[src/rtl/id_stage.sv]
// Instruction-decode stage: decodes the IF/ID instruction, reads operands with
// write-back bypass, stalls on load-use hazards and owns the ID/EX register.
module id_stage #(
    parameter int DW = 16,
    parameter int AW = 4
) (
    input  logic          clk,
    input  logic          reset,
    input  logic          if_valid,
    input  logic [DW-1:0] if_instr,
    input  logic [DW-1:0] if_pc,
    input  logic          flush,
    output logic [AW-1:0] rf_raddr1,
    output logic [AW-1:0] rf_raddr2,
    input  logic [DW-1:0] rf_rdata1,
    input  logic [DW-1:0] rf_rdata2,
    input  logic          wb_regwrite,
    input  logic [AW-1:0] wb_waddr,
    input  logic [DW-1:0] wb_wdata,
    output logic          id_stall,
    output logic          ex_valid,
    output logic [3:0]    ex_opcode,
    output logic [AW-1:0] ex_rd,
    output logic [DW-1:0] ex_op1,
    output logic [DW-1:0] ex_op2,
    output logic [DW-1:0] ex_imm,
    output logic [DW-1:0] ex_pc,
    output logic          ex_regwrite,
    output logic          ex_memread,
    output logic          ex_memwrite,
    output logic          ex_branch
);

    localparam logic [3:0] OP_ADDI = 4'h8;
    localparam logic [3:0] OP_LW   = 4'h9;
    localparam logic [3:0] OP_SW   = 4'hA;
    localparam logic [3:0] OP_BEQ  = 4'hB;
    localparam logic [3:0] OP_JMP  = 4'hC;

    function automatic logic signed [DW-1:0] sext4(input logic [3:0] v);
        return $signed({{(DW-4){v[3]}}, v});
    endfunction

    function automatic logic signed [DW-1:0] sext12(input logic [11:0] v);
        return $signed({{(DW-12){v[11]}}, v});
    endfunction

    logic [3:0]           w_opcode;
    logic [AW-1:0]        w_rd;
    logic [AW-1:0]        w_rs1;
    logic [AW-1:0]        w_rs2;
    logic                 w_use_rs1;
    logic                 w_use_src2;
    logic                 w_rd_is_src;
    logic                 w_regwrite;
    logic                 w_memread;
    logic                 w_memwrite;
    logic                 w_branch;
    logic signed [DW-1:0] w_imm;
    logic [DW-1:0]        w_op1;
    logic [DW-1:0]        w_op2;
    logic                 w_hazard;
    logic                 w_load;

    logic                 r_vld_p1;
    logic [3:0]           r_opcode_p1;
    logic [AW-1:0]        r_rd_p1;
    logic [DW-1:0]        r_op1_p1;
    logic [DW-1:0]        r_op2_p1;
    logic signed [DW-1:0] r_imm_p1;
    logic [DW-1:0]        r_pc_p1;
    logic                 r_regwrite_p1;
    logic                 r_memread_p1;
    logic                 r_memwrite_p1;
    logic                 r_branch_p1;

    assign w_opcode = if_instr[15:12];
    assign w_rd     = if_instr[11:8];
    assign w_rs1    = if_instr[7:4];
    assign w_rs2    = if_instr[3:0];

    always_comb begin
        w_use_rs1   = 1'b0;
        w_use_src2  = 1'b0;
        w_rd_is_src = 1'b0;
        w_regwrite  = 1'b0;
        w_memread   = 1'b0;
        w_memwrite  = 1'b0;
        w_branch    = 1'b0;
        w_imm       = '0;
        if (w_opcode <= 4'h7) begin
            w_use_rs1  = 1'b1;
            w_use_src2 = 1'b1;
            w_regwrite = 1'b1;
        end else begin
            case (w_opcode)
                OP_ADDI: begin
                    w_use_rs1  = 1'b1;
                    w_regwrite = 1'b1;
                    w_imm      = sext4(w_rs2);
                end
                OP_LW: begin
                    w_use_rs1  = 1'b1;
                    w_regwrite = 1'b1;
                    w_memread  = 1'b1;
                    w_imm      = sext4(w_rs2);
                end
                OP_SW: begin
                    w_use_rs1   = 1'b1;
                    w_use_src2  = 1'b1;
                    w_rd_is_src = 1'b1;
                    w_memwrite  = 1'b1;
                    w_imm       = sext4(w_rs2);
                end
                OP_BEQ: begin
                    w_use_rs1   = 1'b1;
                    w_use_src2  = 1'b1;
                    w_rd_is_src = 1'b1;
                    w_branch    = 1'b1;
                end
                OP_JMP: begin
                    w_branch = 1'b1;
                    w_imm    = sext12(if_instr[11:0]);
                end
                default: ;
            endcase
        end
    end

    assign rf_raddr1 = w_rs1;
    assign rf_raddr2 = w_rd_is_src ? w_rd : w_rs2;

    // WB writes land on the clock edge; bypass covers the same-cycle read.
    assign w_op1 = (wb_regwrite && (wb_waddr == rf_raddr1)) ? wb_wdata : rf_rdata1;
    assign w_op2 = (wb_regwrite && (wb_waddr == rf_raddr2)) ? wb_wdata : rf_rdata2;

    assign w_hazard = if_valid & r_vld_p1 & r_memread_p1 &
                      ((w_use_rs1  & (r_rd_p1 == rf_raddr1)) |
                       (w_use_src2 & (r_rd_p1 == rf_raddr2)));

    assign id_stall = w_hazard & ~flush & ~reset;
    assign w_load   = if_valid & ~flush & ~w_hazard;

    // ID -> EX boundary
    always_ff @(posedge clk) begin
        if (reset) begin
            r_vld_p1      <= 1'b0;
            r_regwrite_p1 <= 1'b0;
            r_memread_p1  <= 1'b0;
            r_memwrite_p1 <= 1'b0;
            r_branch_p1   <= 1'b0;
            r_opcode_p1   <= '0;
            r_rd_p1       <= '0;
            r_op1_p1      <= '0;
            r_op2_p1      <= '0;
            r_imm_p1      <= '0;
            r_pc_p1       <= '0;
        end else begin
            r_vld_p1      <= w_load;
            r_regwrite_p1 <= w_load & w_regwrite;
            r_memread_p1  <= w_load & w_memread;
            r_memwrite_p1 <= w_load & w_memwrite;
            r_branch_p1   <= w_load & w_branch;
            r_opcode_p1   <= w_opcode;
            r_rd_p1       <= w_rd;
            r_op1_p1      <= w_op1;
            r_op2_p1      <= w_op2;
            r_imm_p1      <= w_imm;
            r_pc_p1       <= if_pc;
        end
    end

    assign ex_valid    = r_vld_p1;
    assign ex_opcode   = r_opcode_p1;
    assign ex_rd       = r_rd_p1;
    assign ex_op1      = r_op1_p1;
    assign ex_op2      = r_op2_p1;
    assign ex_imm      = r_imm_p1;
    assign ex_pc       = r_pc_p1;
    assign ex_regwrite = r_regwrite_p1;
    assign ex_memread  = r_memread_p1;
    assign ex_memwrite = r_memwrite_p1;
    assign ex_branch   = r_branch_p1;

endmodule

[config.mk]
export PLATFORM = sky130hd
export DESIGN_NAME = id_stage
export DESIGN_NICKNAME = d
export VERILOG_FILES = /design/src/rtl/id_stage.sv
export SDC_FILE = /design/constraint.sdc
export NUM_CORES = 1
export LEC_CHECK = 0
export ABC_AREA = 1
export CAP_MARGIN = 20
export CORE_MARGIN = 2
export CORE_UTILIZATION = 30
export CTS_CLUSTER_DIAMETER = 200
export DETAILED_ROUTE_END_ITERATION = 10
export PLACE_DENSITY = 0.67
export SLEW_MARGIN = 25
export SYNTH_ARGS = -nofsm -noshare
export SYNTH_HDL_FRONTEND = slang
export SYNTH_SLANG_ARGS = --single-unit
[constraint.sdc]
create_clock -name clk -period 1.7 [get_ports clk]
set_clock_uncertainty 0.15 [all_clocks]
set_input_delay 0.17 -clock clk [delete_from_list [all_inputs] [get_ports clk]]
set_output_delay 0.17 -clock clk [all_outputs]
set_load 0.01 [all_outputs]
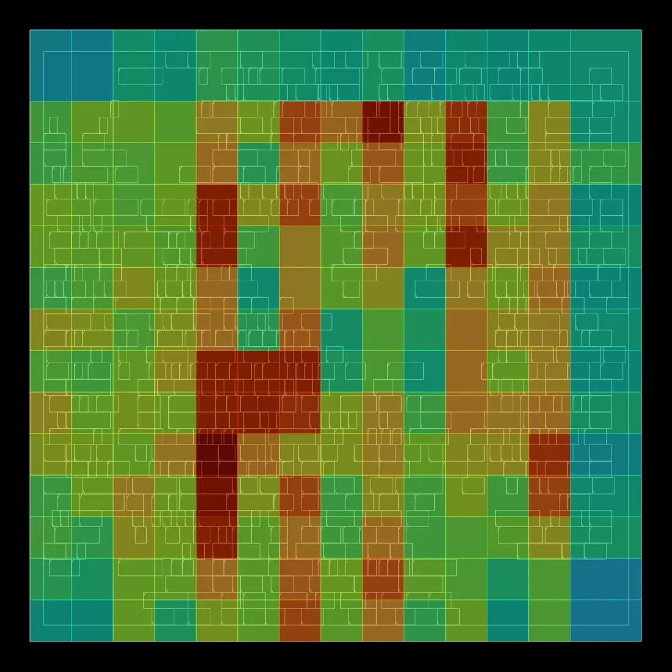
congestion.png
drt wl/cell: 13.7 um
fin util: 59.3%
GR Util met2: 32.8%

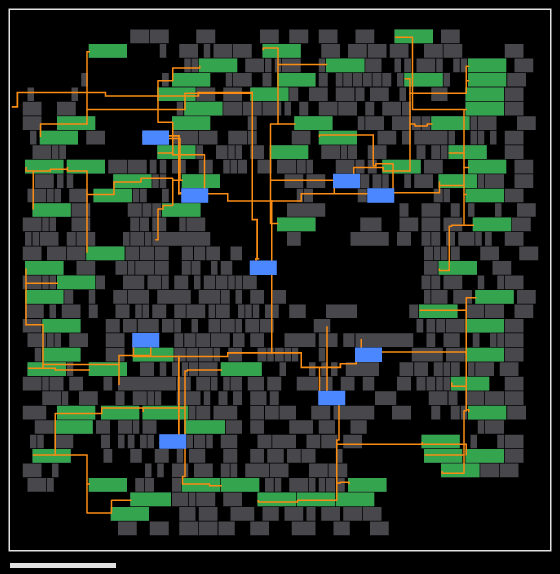
clk_routes.png
The bar under the picture is 20 um long.
legend:
  orange:
    item: clock wires
    length: 997 um
  green:
    item: flip-flops
    count: 73
  blue:
    item: clock drivers
    count: 9
routed clock nets: 10
flops lie: spread over the die
Clk pwr share: 38.0%
Clk Latency, worst-skew pair: 340 ps
Clock group: 1.67 mW

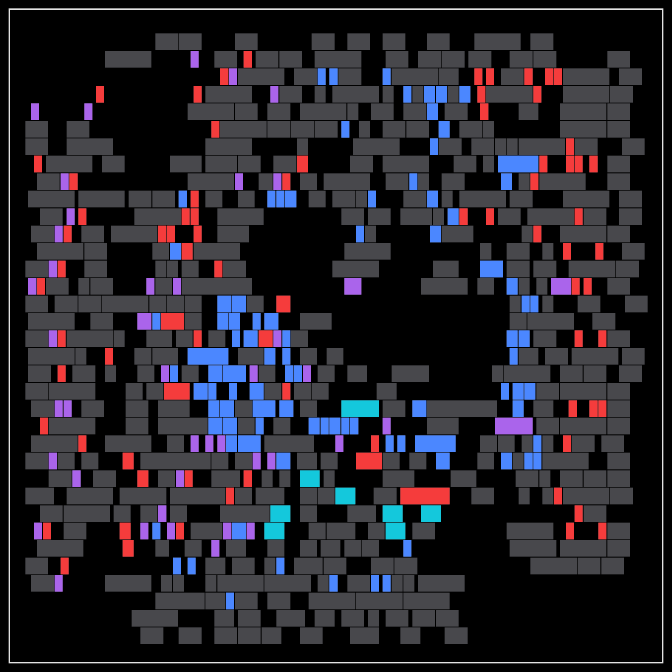
logic_types.png
legend:
  cyan:
    family: XOR/XNOR gates
    cells: 8
    most_used: xor2_1
    where: bottom centre
  purple:
    family: inverters
    cells: 43
    most_used: inv_1
  red:
    family: NOR gates
    cells: 77
    most_used: nor2_1
    where: spread over the die
  blue:
    family: NAND gates
    cells: 91
    most_used: nand2_1
most instantiated logic cell after routing: clkdlybuf4s50_1
logic share of the area: 21.1%
post-route insts no fill: 724

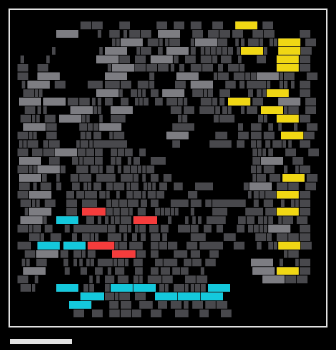
flops_by_reg.png
The bar under the picture is 20 um long. Other sequential cells in the stronger grey, the rest of the logic in the fainter grey.
legend:
  red:
    netlist_name: ex_rd
    flops: 4
  yellow:
    netlist_name: ex_op2
    flops: 16
  cyan:
    netlist_name: ex_imm
    flops: 12
sequential power: 1.82 mW
flop share of the area: 26.8%
Register Area: 1470 sq um

==> flow_metrics.env <==
# source this file to load flow results
export IMPL_status="finished with violations"
export IMPL_violations="negative setup slack"
export IMPL_p_int_mw=3.32
export IMPL_swShare_pct=24.3
export IMPL_reg2regPathDepth=10
export IMPL_combinationalPowerShare_pct=20.4
export IMPL_hold_class="input pin to flop"
export IMPL_synth_main_ff_cell="dfxtp_1"
export IMPL_max_slew_margin_rel_pct=71.3
export IMPL_setup_violations=1
export IMPL_yosys_cell_count_top_type="dfxtp_1"
export IMPL_die_area_sq_um=10300
export IMPL_fin_area_sq_um=5480
export IMPL_remaining_drc_errors=0
export IMPL_slowest_delay_ps=330
export IMPL_clk_pin_slew_ps=80
export IMPL_synth_largest_area_cell="dfxtp_1"
export IMPL_clock_buffers=10
export IMPL_layout_setup_ws_ps=-112
export IMPL_synthAdderAreaFrac_pct=0
export IMPL_ys_sh_mux_pct=0
export IMPL_grt_pass1_wl_um=14800
export IMPL_arrival_ps=1490
export IMPL_die_x_um=102
export IMPL_routed_wl_met3_um=756
export IMPL_ys_seq_share_pct=51.2
export IMPL_p_seq_share_pct=41.6
No activity file was given, so power comes from the tool's default toggle rates.
